**src/rtl/regfile_arb_pkg.sv**
```systemverilog
// Shared types and default sizing for the register-unit arbiter slice.
package regfile_arb_pkg;

  typedef enum logic [1:0] {
    ST_IDLE   = 2'd0,
    ST_ACCESS = 2'd1,
    ST_DONE   = 2'd2
  } state_e;

  localparam int DEF_ADDR_W        = 4;
  localparam int DEF_DATA_W        = 8;
  localparam int NUM_REGS          = 16;
  localparam int DEF_ACCESS_CYCLES = 3;

endpackage

```
**src/rtl/regfile_arbiter_rr_pick.sv**
```systemverilog
// Combinational winner picker: round-robin from last+1, or lowest index when
// ARB_FIXED_PRIO_EN is defined.
module rr_pick #(
  parameter int N_REQ = 2,
  parameter int IDX_W = 1
) (
  input  logic [N_REQ-1:0] req_i,
  input  logic [IDX_W-1:0] last_i,
  output logic [N_REQ-1:0] win_o,
  output logic [IDX_W-1:0] idx_o
);

`ifdef ARB_FIXED_PRIO_EN
  logic unused_last;
  assign unused_last = ^last_i;

  // Scan high to low so the lowest set index is the final assignment.
  always_comb begin
    win_o = '0;
    idx_o = '0;
    for (int i = N_REQ - 1; i >= 0; i--) begin
      if (req_i[i]) begin
        win_o    = '0;
        win_o[i] = 1'b1;
        idx_o    = IDX_W'(i);
      end
    end
  end
`else
  // Scan offsets far to near so the requester closest after last wins.
  always_comb begin
    win_o = '0;
    idx_o = '0;
    for (int off = N_REQ; off >= 1; off--) begin
      int k;
      k = int'(last_i) + off;
      if (k >= N_REQ) k = k - N_REQ;
      if (req_i[k]) begin
        win_o    = '0;
        win_o[k] = 1'b1;
        idx_o    = IDX_W'(k);
      end
    end
  end
`endif

endmodule

```
**src/rtl/regfile_arbiter.sv**
```systemverilog
// Shares one single-port register unit among N_REQ requesters, one sequenced
// access at a time. Define ARB_FIXED_PRIO_EN for fixed (lowest index) priority.
module regfile_arbiter
  import regfile_arb_pkg::*;
#(
  parameter int N_REQ         = 2,
  parameter int ACCESS_CYCLES = DEF_ACCESS_CYCLES,
  parameter int ADDR_W        = DEF_ADDR_W,
  parameter int DATA_W        = DEF_DATA_W
) (
  input  logic                      clock_i,
  input  logic                      reset_i,
  input  logic [N_REQ-1:0]          req_i,
  input  logic [N_REQ-1:0]          req_we_i,
  input  logic [N_REQ*ADDR_W-1:0]   req_addr_i,
  input  logic [N_REQ*DATA_W-1:0]   req_wdata_i,
  output logic [N_REQ-1:0]          gnt_o,
  output logic [N_REQ-1:0]          done_o,
  output logic [DATA_W-1:0]         rdata_o,
  output logic                      busy_o,
  output logic                      rf_load_o,
  output logic [ADDR_W-1:0]         rf_addr_o,
  output logic [DATA_W-1:0]         rf_data_in_o,
  input  logic [DATA_W-1:0]         rf_data_out_i
);

  localparam int IDX_W = (N_REQ > 1) ? $clog2(N_REQ) : 1;
  localparam int CNT_W = $clog2(ACCESS_CYCLES + 2);

  localparam logic [1:0] IDLE   = ST_IDLE;
  localparam logic [1:0] ACCESS = ST_ACCESS;
  localparam logic [1:0] DONE   = ST_DONE;

  logic [1:0]        state_q, state_d;
  logic [N_REQ-1:0]  gnt_q, gnt_d;
  logic [N_REQ-1:0]  done_q, done_d;
  logic [DATA_W-1:0] rdata_q, rdata_d;
  logic              rf_load_q, rf_load_d;
  logic [ADDR_W-1:0] rf_addr_q, rf_addr_d;
  logic [DATA_W-1:0] rf_data_in_q, rf_data_in_d;
  logic [IDX_W-1:0]  last_q, last_d;
  logic [IDX_W-1:0]  widx_q, widx_d;
  logic [CNT_W-1:0]  cnt_q, cnt_d;

  logic [N_REQ-1:0]  win_onehot;
  logic [IDX_W-1:0]  win_idx;

  rr_pick #(
    .N_REQ (N_REQ),
    .IDX_W (IDX_W)
  ) u_pick (
    .req_i  (req_i),
    .last_i (last_q),
    .win_o  (win_onehot),
    .idx_o  (win_idx)
  );

  always_comb begin
    state_d      = state_q;
    gnt_d        = gnt_q;
    done_d       = done_q;
    rdata_d      = rdata_q;
    rf_load_d    = rf_load_q;
    rf_addr_d    = rf_addr_q;
    rf_data_in_d = rf_data_in_q;
    last_d       = last_q;
    widx_d       = widx_q;
    cnt_d        = cnt_q;
    case (state_q)
      IDLE: begin
        if (|req_i) begin
          gnt_d        = win_onehot;
          widx_d       = win_idx;
          rf_load_d    = req_we_i[win_idx];
          rf_addr_d    = req_addr_i[int'(win_idx)*ADDR_W +: ADDR_W];
          rf_data_in_d = req_wdata_i[int'(win_idx)*DATA_W +: DATA_W];
          cnt_d        = CNT_W'(1);
          state_d      = ACCESS;
        end
      end
      ACCESS: begin
        // The unit samples load on exactly one edge; later cycles only settle.
        rf_load_d = 1'b0;
        cnt_d     = cnt_q + CNT_W'(1);
        if (cnt_q == CNT_W'(ACCESS_CYCLES)) begin
          rdata_d = rf_data_out_i;
          done_d  = gnt_q;
          state_d = DONE;
        end
      end
      DONE: begin
        gnt_d     = '0;
        done_d    = '0;
        rf_addr_d = '0;
        last_d    = widx_q;
        state_d   = IDLE;
      end
      default: state_d = IDLE;
    endcase
  end

  always_ff @(posedge clock_i) begin
    if (!reset_i) begin
      state_q      <= IDLE;
      gnt_q        <= '0;
      done_q       <= '0;
      rdata_q      <= '0;
      rf_load_q    <= 1'b0;
      rf_addr_q    <= '0;
      rf_data_in_q <= '0;
      last_q       <= IDX_W'(N_REQ - 1);
      widx_q       <= '0;
      cnt_q        <= '0;
    end else begin
      state_q      <= state_d;
      gnt_q        <= gnt_d;
      done_q       <= done_d;
      rdata_q      <= rdata_d;
      rf_load_q    <= rf_load_d;
      rf_addr_q    <= rf_addr_d;
      rf_data_in_q <= rf_data_in_d;
      last_q       <= last_d;
      widx_q       <= widx_d;
      cnt_q        <= cnt_d;
    end
  end

  assign gnt_o        = gnt_q;
  assign done_o       = done_q;
  assign rdata_o      = rdata_q;
  assign busy_o       = (state_q != IDLE);
  assign rf_load_o    = rf_load_q;
  assign rf_addr_o    = rf_addr_q;
  assign rf_data_in_o = rf_data_in_q;

endmodule

```
**config.mk**
```make
export PLATFORM = sky130hd
export DESIGN_NAME = regfile_arbiter
export DESIGN_NICKNAME = d
export VERILOG_FILES = /design/src/rtl/regfile_arb_pkg.sv /design/src/rtl/regfile_arbiter_rr_pick.sv /design/src/rtl/regfile_arbiter.sv
export SDC_FILE = /design/constraint.sdc
export NUM_CORES = 1
export LEC_CHECK = 0
export ABC_CLOCK_PERIOD_IN_PS = 2900
export CAP_MARGIN = 20
export CORE_AREA = 2 2 68 57
export DETAILED_ROUTE_END_ITERATION = 6
export DIE_AREA = 0 0 70 59
export PLACE_DENSITY_LB_ADDON = 0.1
export SETUP_SLACK_MARGIN = 0.3
export SLEW_MARGIN = 5
export SYNTH_ARGS = -nofsm -noshare
export SYNTH_HDL_FRONTEND = slang
export SYNTH_HIERARCHICAL = 1
export SYNTH_SLANG_ARGS = --single-unit
```
**constraint.sdc**
```tcl
create_clock -name clock_i -period 2.9 [get_ports clock_i]
set_clock_uncertainty 0.15 [all_clocks]
set_input_delay 0.29 -clock clock_i [delete_from_list [all_inputs] [get_ports clock_i]]
set_output_delay 0.29 -clock clock_i [all_outputs]
set_load 0.05 [all_outputs]
```
Fig. 1: run 1, floorplan with the power grid
Scale: 6 px per um. Pins as bars on the die edge.
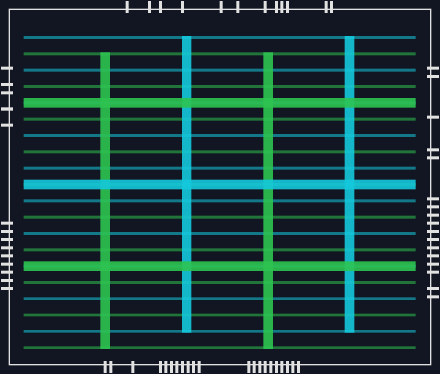
cyan -> VDD
green -> VSS
signal pins = 64
met1 rails = 20
met5 straps = 3
Max rail drop VDD: 379 uV
Die X-Extent: 70 um

Fig. 2: run 1, placed cells, one color a class
Scale: 4 px per um. Fill, decap, tap and diode cells in gray.
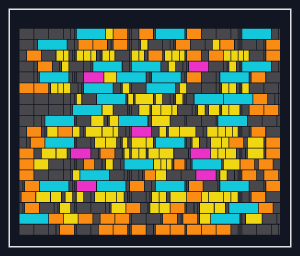
yellow -> combinational and other logic  # cells 112
magenta -> clock drivers and dummy loads  # cells 7
cyan -> sequential cells  # cells 32
orange -> remaining buffers and delay cells  # cells 66
Seq/total area: 0.297
Non-Filler Cell Area, Final: 0.00215 mm^2
post-layout utilization of the core: 0.638
core region area: 0.00338 mm^2
Std-Cell Rows: 19

==> results.txt, run 1 <==
This memo summarizes the results of the implementation run.

GRT
The number of antenna violations at the first check in global routing is 0. The remaining global-route overflow is 0. Entering global routing, the biggest net connects 21 pins. In the global route stage, overall resource usage came out at 0.192.

Drt
The detailed router put a total of 1.64 mm of wire on met1. The uppermost layer routed is met4. In the routed design, unresolved DRC markers number 0.

The mean routed wirelength per cell is 14.1 um.

Yosys
The area figure in the yosys stat output is around 0.0015 mm^2. Yosys reported a register bit count of 32. The library cell occupying the most area in the post-synthesis netlist is sky130_fd_sc_hd__dfxtp_1. The most frequent cell after synthesis is sky130_fd_sc_hd__dfxtp_1.

Ranked by instance count, the synthesized netlist is headed by sky130_fd_sc_hd__dfxtp_1, sky130_fd_sc_hd__a21oi_1, sky130_fd_sc_hd__nand3_1.

Layout
The fraction of layout cells with a size suffix above 1 is 0.0922. The synthesis-to-layout area growth is 47.9%. The number of multi-input combinational cells in the layout is approximately 110.

The area used by multi-input combinational logic is around 700 um^2. The count of flip-flops and latches is 32. The count of inverters not on the clock network in the layout is 4. The number of fillers in the final layout is approximately 280. Registers take between 600 and 700 um^2.

Clocking
CTS reports a maximum clock tree buffer depth of 2. TritonCTS built the clock tree. The clock sink total is 32.

The H-tree was split into 2 levels. The post-CTS setup buffer count is 0.

Floorplanning
The inserted tap cell count is between 40 and 50. The I/O pin count is about 64. After floorplanning, the die was sized to cover 0.00413 mm^2.

Outcome
The flow ran to the end, and the final reports show no timing, DRC or antenna violations.

Timing
For the finished layout, the period the worst path requires is around 2.4 ns. The worst hold slack is roughly 0.30 ns. Setup repair after global routing left no endpoint under its margin.

Derived from the worst setup path, the maximum achievable clock frequency is between 400 and 500 MHz. Once routing completed, OpenROAD measured the worst setup slack at ~0.46 ns.

Worst setup path
On the worst path, the slowest cell contributes a delay of about 0.75 ns.
Fig. 3: run 1, clock distribution
Scale: 8 px per um.
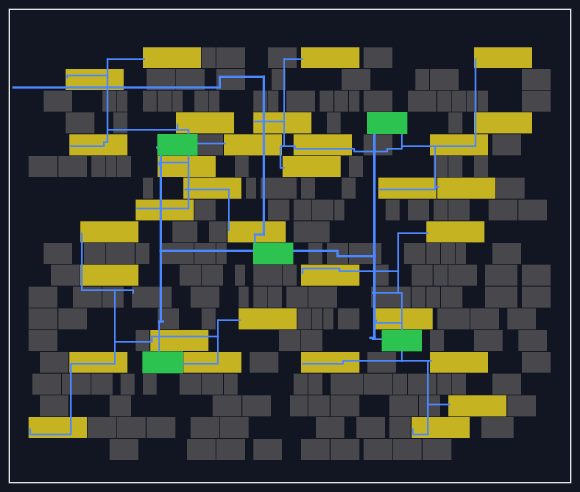
yellow -> flip-flops  # count 32
blue -> clock wires  # length 428 um
green -> clock drivers  # count 5
routed clock nets = 6
proportion of power drawn by the clock network: 0.327
clock insertion delay at the later pin of the skew report: 0.28 ns
Clock group: 0.000368 W

run 1: final timing paths:
kind	from	endpoint	slack (ns)
worst min register to register	rdata_o[6]$_SDFFE_PN0P_	rdata_o[6]$_SDFFE_PN0P_	0.30
worst min-delay path	rdata_o[6]$_SDFFE_PN0P_	rdata_o[6]$_SDFFE_PN0P_	0.30
worst max-delay path	state_q[1]$_SDFFE_PN0P_	busy_o	0.46
worst max register to register	cnt_q[0]$_SDFFE_PN0P_	done_o[1]$_SDFFE_PN0P_	0.94
run 1: placed cells by master (no fill, tap or decap), drive strengths merged:
| master | count |
|---|---|
| or2b | 1 |
| a21boi | 2 |
| dfxtp | 32 |
| clkdlybuf4s50 | 63 |
| mux2 | 5 |
| nand3b | 1 |
| o21a | 1 |
| mux2i | 9 |
| o21ai | 1 |
| buf | 3 |
| or2 | 1 |
| nand2 | 10 |
| o211ai | 9 |
| nor2 | 5 |
| clkbuf | 7 |
| nand3 | 20 |
| nand2b | 2 |
| ha | 2 |
| nor2b | 1 |
| a211oi | 10 |
| inv | 4 |
| a21oi | 28 |
run 1: sequential cells by signal (all words and copies together), names as in the netlist:
signal and count:
state_q 2, done_o 2, rf_data_in_o 8, gnt_o 2, rf_load_o 1, rf_addr_o 4, last_q 1, rdata_o 8
cnt_q 3, widx_q 1
run 1: critical path: cells and delay by family (launching register included):
family,cells,cell delay (ns)
DFF,1,0.37
buffers and inverters,2,0.96
and+or+nand+nor,1,0.39
run 1: power breakdown:
| part | total (W) | internal [W] | switching (W) |
|---|---|---|---|
| registers | 0.000482 | 0.000466 | 0.0000166 |
| logic | 0.000276 | 0.000119 | 0.000157 |
| clock network | 0.000368 | 0.000211 | 0.000157 |
| total | 0.00113 | 0.000796 | 0.000331 |
## Run 2: what changed since run 1
ABC_CLOCK_PERIOD_IN_PS = 2200   (was 2900)
CORE_AREA = 2 2 74 62   (was 2 2 68 57)
DIE_AREA = 0 0 76 64   (was 0 0 70 59)
clock period = 2.2 ns   (was 2.9 ns; I/O delays follow)
Fig. 4: run 2, floorplan with the power grid
Scale: 4 px per um. Pins as bars on the die edge.
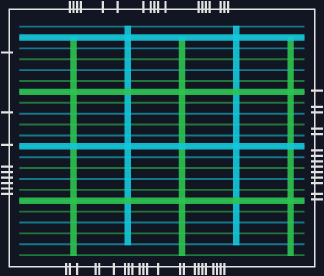
cyan -> VDD
green -> VSS
met5 straps = 4
signal pins = 64
met1 rails = 22
met4 straps = 5
rows = 21
core region area: 0.00407 mm^2
Die X-Extent: 76 um

==> run 2 against run 1 <==
Compared with the run above:
- clock-buffer cell count grew 1
- largest power group unchanged
- non-clock buffer count increased by 6
- sequential power up 32%
- critical endpoint is now gnt_o[1]
==> results.txt, run 2 <==
This memo summarizes the results of the implementation run.

Floorplanning
The I/O pin count is 64 (unchanged). The area of the die is 0.00486 mm^2 (+18%). The number of placement rows is 21 (+2).

Clocking
TritonCTS built the clock tree. The clock sink total is 32 (unchanged). In this run the clock root is driven by a sky130_fd_sc_hd__clkbuf_8. The source-to-sink clock delay at the later pin of the worst-skew pair is 0.28 ns (about the same).

The clock tree buffer depth is 2 (unchanged). The deepest level of the CTS H-tree is 2 (unchanged).

GRT
The remaining global-route overflow was 0 (unchanged). The total global routing track utilization was 0.165 (-0.0275). The number of antenna violations at the first check in global routing is 0 (unchanged).

Drt
The total DRC errors in the routed layout came to 0 (unchanged). The number of search-and-repair iterations in the first detailed-routing pass is 4. The mean routed wirelength per cell was 13.8 um (-2.5%).

Worst setup path
Broken down by cell family, the worst path's largest delay share belongs to buffers and inverters. In this run the worst setup path begins at gnt_o[1]$_SDFFE_PN0P_. The critical register-to-register path endpoint is done_o[1]$_SDFFE_PN0P_. The number of logic stages on the critical path including buffering is 1 (-2).

The setup slack of the worst register-to-register path came to 0.64 ns (-0.30 ns). The worst register-to-register path has a depth of 5. The worst path buffer plus inverter count is 1 (-1). The termination of the worst setup path is gnt_o[1]. The signal on the critical path passes through clkdlybuf4s50_1. The largest stage delay on the critical path is 0.83 ns (+0.08 ns). For the worst reg-to-reg path, the startpoint reported by OpenROAD is cnt_q[0]$_SDFFE_PN0P_.

Layout
Leaving out fill and tap cells, the most frequent cell in the layout is sky130_fd_sc_hd__clkdlybuf4s50_1. The library cells used most frequently in the layout, excluding fill and tap cells, are sky130_fd_sc_hd__clkdlybuf4s50_1, sky130_fd_sc_hd__dfxtp_1, sky130_fd_sc_hd__a21oi_1. The synthesis-to-layout area growth is 52.0%.

The design area is 0.00221 mm^2 (+2.7%).

Min path
STA shows the worst min-delay path finishing at rdata_o[3]$_SDFFE_PN0P_. Looking at hold timing, the worst path starts from rdata_o[3]$_SDFFE_PN0P_.

Timing
The final number of max-transition violations is 0. The smallest setup slack after layout is 0.371 ns (-0.0886 ns). The post-route minimum period is between 1.5 and 2 ns. Setup repair after global routing left no endpoint under its margin. Per the timing report, the achievable frequency comes out to between 500 and 600 MHz.

Power
The worst voltage drop across the vdd grid came to 295 uV (-22%). The power per standard cell area is 662 mW/mm^2.

Yosys
The library cell occupying the most area in the post-synthesis netlist is sky130_fd_sc_hd__dfxtp_1. The area figure in the yosys stat output is 0.00146 mm^2 (unchanged). For this run, the register share of the synthesized area comes to 0.440. The number of flip-flops and latches in the synthesized netlist was 32 (unchanged). The average size of a mapped cell is 9.16 um^2. At floorplan, the net count of the design was reported as 199. The most frequent cell after synthesis is sky130_fd_sc_hd__dfxtp_1. Counting instances in the post-synthesis netlist gives the leading cell types as sky130_fd_sc_hd__dfxtp_1, sky130_fd_sc_hd__a21oi_1, sky130_fd_sc_hd__nand3_1.

Run
The number of warnings the tools reported is 26.

Outcome
The run finished with clean final reports.
Fig. 5: run 2, placement view
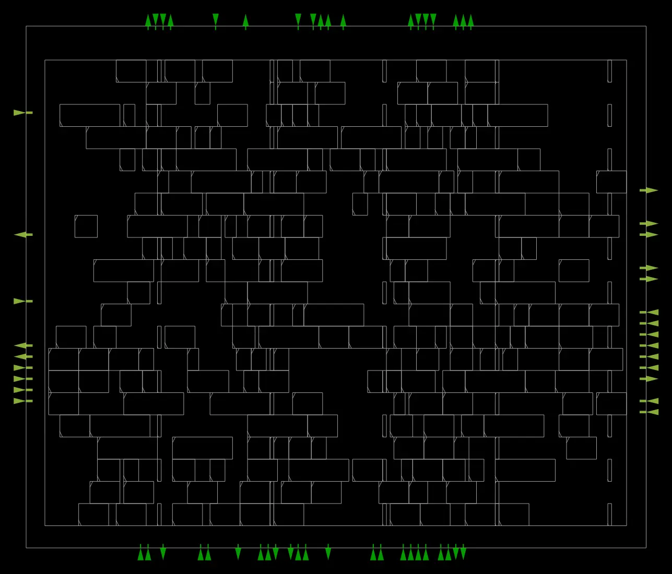
count of fill cells added during filler insertion: 369
final sequential cell count: 32

run 2: cell count changes in the layout (fill, tap and decap cells not counted):
| cell | before | now |
|---|---|---|
| sky130_fd_sc_hd__a21boi_2 | 0 | 1 |
| sky130_fd_sc_hd__buf_4 | 3 | 10 |
| sky130_fd_sc_hd__clkdlybuf4s50_1 | 63 | 62 |
| sky130_fd_sc_hd__a21boi_1 | 2 | 1 |
| sky130_fd_sc_hd__clkbuf_1 | 0 | 2 |
| sky130_fd_sc_hd__clkbuf_8 | 7 | 6 |
run 2: final cells by class:
cell class | count | area, um^2
multi-input combinational | 108 | 701
fill | 369 | 1860
timing repair buffer | 72 | 696
inverter | 4 | 15.0
clock buffer | 8 | 90.1
sequential | 32 | 641
tap | 57 | 71.3
run 2: per-layer routing:
metal,wire (um),GRT usage
met1,1780,0.203
met5,0,0
met2,1870,0.282
met3,176,0.0438
met4,48,0.0545
run 2: cells by family after synthesis:
group / Yosys count / synth area share
buf+inv: 19 / 0.0816
mux: 14 / 0.101
simple gates: 41 / 0.148
compound gates: 51 / 0.213
flops: 32 / 0.440
fa+ha+maj: 2 / 0.0172
run 2: per-stage QoR:
stage,utilization,power (W),hold WS [ns]
floorplan,-,0.000876,0.132
global placement,0.514,0.00101,0.293
detailed placement,0.514,0.00102,0.299
CTS,0.536,0.00147,0.307
global route,0.543,0.00153,0.329
finish,0.543,0.00146,0.304
run 2: power breakdown:
part	leakage (nW)	switching (W)	internal, W
clock network	0.0455	0.000197	0.000255
registers	0.262	0.0000209	0.000614
logic	0.492	0.000212	0.000167
total	0.800	0.000429	0.00104
run 2: repair_timing:
action,CTS,global route
pin swaps,1,1
buffers inserted,0,4
endpoints found under the setup margin,1,1
hold buffers,0,0
## Run 3: what changed since run 2
ABC_CLOCK_PERIOD_IN_PS = 1700   (was 2200)
CORE_AREA = 2 2 70 59   (was 2 2 74 62)
DIE_AREA = 0 0 72 61   (was 0 0 76 64)
clock period = 1.7 ns   (was 2.2 ns; I/O delays follow)
Fig. 6: run 3, placement view
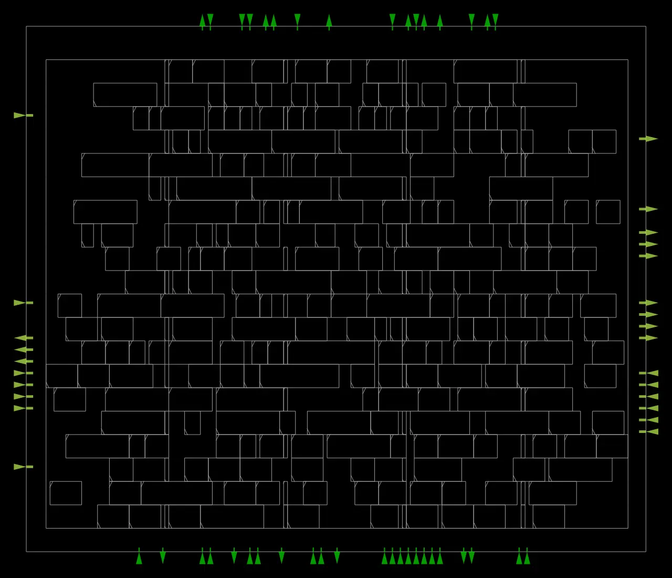
post-layout utilization of the core: 0.668
core region area: 0.00368 mm^2
num tapcells: 44
Seq/total area: 0.265
Std-Cell Rows: 20

==> run 3 against run 2 <==
Compared with the run above:
- via count up 2.4%
- wire length grew 8.4%
- worst hold slack got worse by 0.0063 ns
- utilization rose by 12 points
- synthesized cell count did not move
- power grew 38%
- worst setup slack got worse by 0.085 ns
- critical path depth up 2
- register-to-register slack lost 0.34 ns
- clock-buffer cell count is 1 lower
- flip-flop count did not move
- critical path type unchanged
==> results.txt, run 3 <==
This memo summarizes the results of the implementation run.

Power
The combinational share of power is 0.283 (+0.024). The switching power total came to 0.000603 W (+40%). The group drawing the most power is registers.

The total power draw is 0.00202 W (+38%). The switching fraction of total power is 0.298 (+0.00529). The internal cell power came to 0.00142 W (+37%). The power drawn by the sequential cells came to 0.000824 W (+30%). The power per standard cell area is 823 mW/mm^2 (+24%). The power drawn by the combinational cells was 0.000571 W (+51%). The register share of total power came to 0.408 (-0.025).

GRT
The number of antenna violations at the first check in global routing is 0 (unchanged).

Worst setup path
The largest stage delay on the critical path is 0.37 ns (-0.46 ns).

Yosys
By instance count, the leading cell after synthesis is sky130_fd_sc_hd__dfxtp_1. The area figure in the yosys stat output is 0.00146 mm^2 (unchanged). The library cell occupying the most area in the post-synthesis netlist is sky130_fd_sc_hd__dfxtp_1.

The average size of a mapped cell is 9.16 um^2 (unchanged). The commonest cells after synthesis are sky130_fd_sc_hd__dfxtp_1, sky130_fd_sc_hd__a21oi_1, sky130_fd_sc_hd__nand3_1. The number of nets at floorplan is 199 (unchanged).

Outcome
The run finished with clean final reports.

Clocking
Looking at the clock tree report, the root buffer type is sky130_fd_sc_hd__clkbuf_8. TritonCTS built the clock tree. The number of buffers added to fix hold violations after cts is 0 (unchanged).

Layout
The design area is 0.00246 mm^2 (+11%).

Timing
Setup repair after global routing could not meet its margin everywhere. The post-route minimum period is 1.41 ns.

Floorplanning
The area of the die is 0.00439 mm^2 (-9.7%).
Fig. 7: run 3, metal layers overlaid
Scale: 4 px per um. Only two layers are drawn.
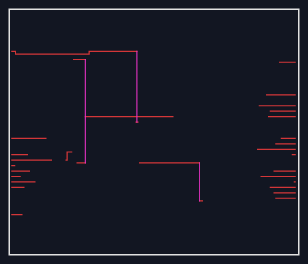
red -> metal 3  # wire length 201 um
magenta -> metal 4  # wire length 53.0 um
WL/cell: 14.9 um
detailed-route via count: 1453
total detailed-routing wirelength: 4.20 mm

==> run 3: worst max-delay path, delay by kind of cell (launching register included) <==
kind	cells	cell delay, ns
buf+inv	2	0.29
flops	1	0.37
simple gates	1	0.16
==> run 3: final cells by class <==
class,count,area (um^2)
fillers,301,1220
multi-input cells,108,826
repair buffers,87,807
flip-flops and latches,32,652
clock buffers,7,96.3
well taps,44,55.1
inverters,4,20.0
==> run 3: worst paths after layout <==
| path | end | depth (start not counted) | start | slack, ns |
|---|---|---|---|---|
| worst max-delay path | busy_o | 3 | state_q[1]$_SDFFE_PN0P_ | 0.29 |
| worst min-delay path | rdata_o[5]$_SDFFE_PN0P_ | 3 | rf_data_out_i[5] | 0.30 |
| worst max register to register | rf_data_in_o[3]$_SDFFE_PN0P_ | 5 | last_q$_SDFFE_PN1P_ | 0.30 |
| worst min register to register | rdata_o[6]$_SDFFE_PN0P_ | 2 | rdata_o[6]$_SDFFE_PN0P_ | 0.30 |
==> run 3: layer usage <==
layer	part of all wire	track usage	vias to the layer above
met1	0.46	0.263	687
met4	0.013	0.0970	0
met5	0	0	-
met2	0.48	0.299	33
li1	-	-	726
met3	0.048	0.0515	7
==> run 3: timing repair <==
| item | in CTS | in global routing |
|---|---|---|
| resized | 17 | 24 |
| setup buffers | 5 | 6 |
| pin swaps | 4 | 7 |
| cloned | 1 | 0 |
| setup endpoints to repair | 29 | 21 |
==> run 3: kinds of logic (layout without fill, tap and decap cells) <==
| kind of cell | after synthesis | in the layout | synth area share |
|---|---|---|---|
| mux | 14 | 14 | 0.101 |
| compound gates | 51 | 51 | 0.213 |
| flops | 32 | 32 | 0.440 |
| fa+ha+maj | 2 | 2 | 0.0172 |
| simple gates | 41 | 41 | 0.148 |
| buf+inv | 19 | 98 | 0.0816 |
Power figures rest on the tool's default switching activity, not on a simulated workload.
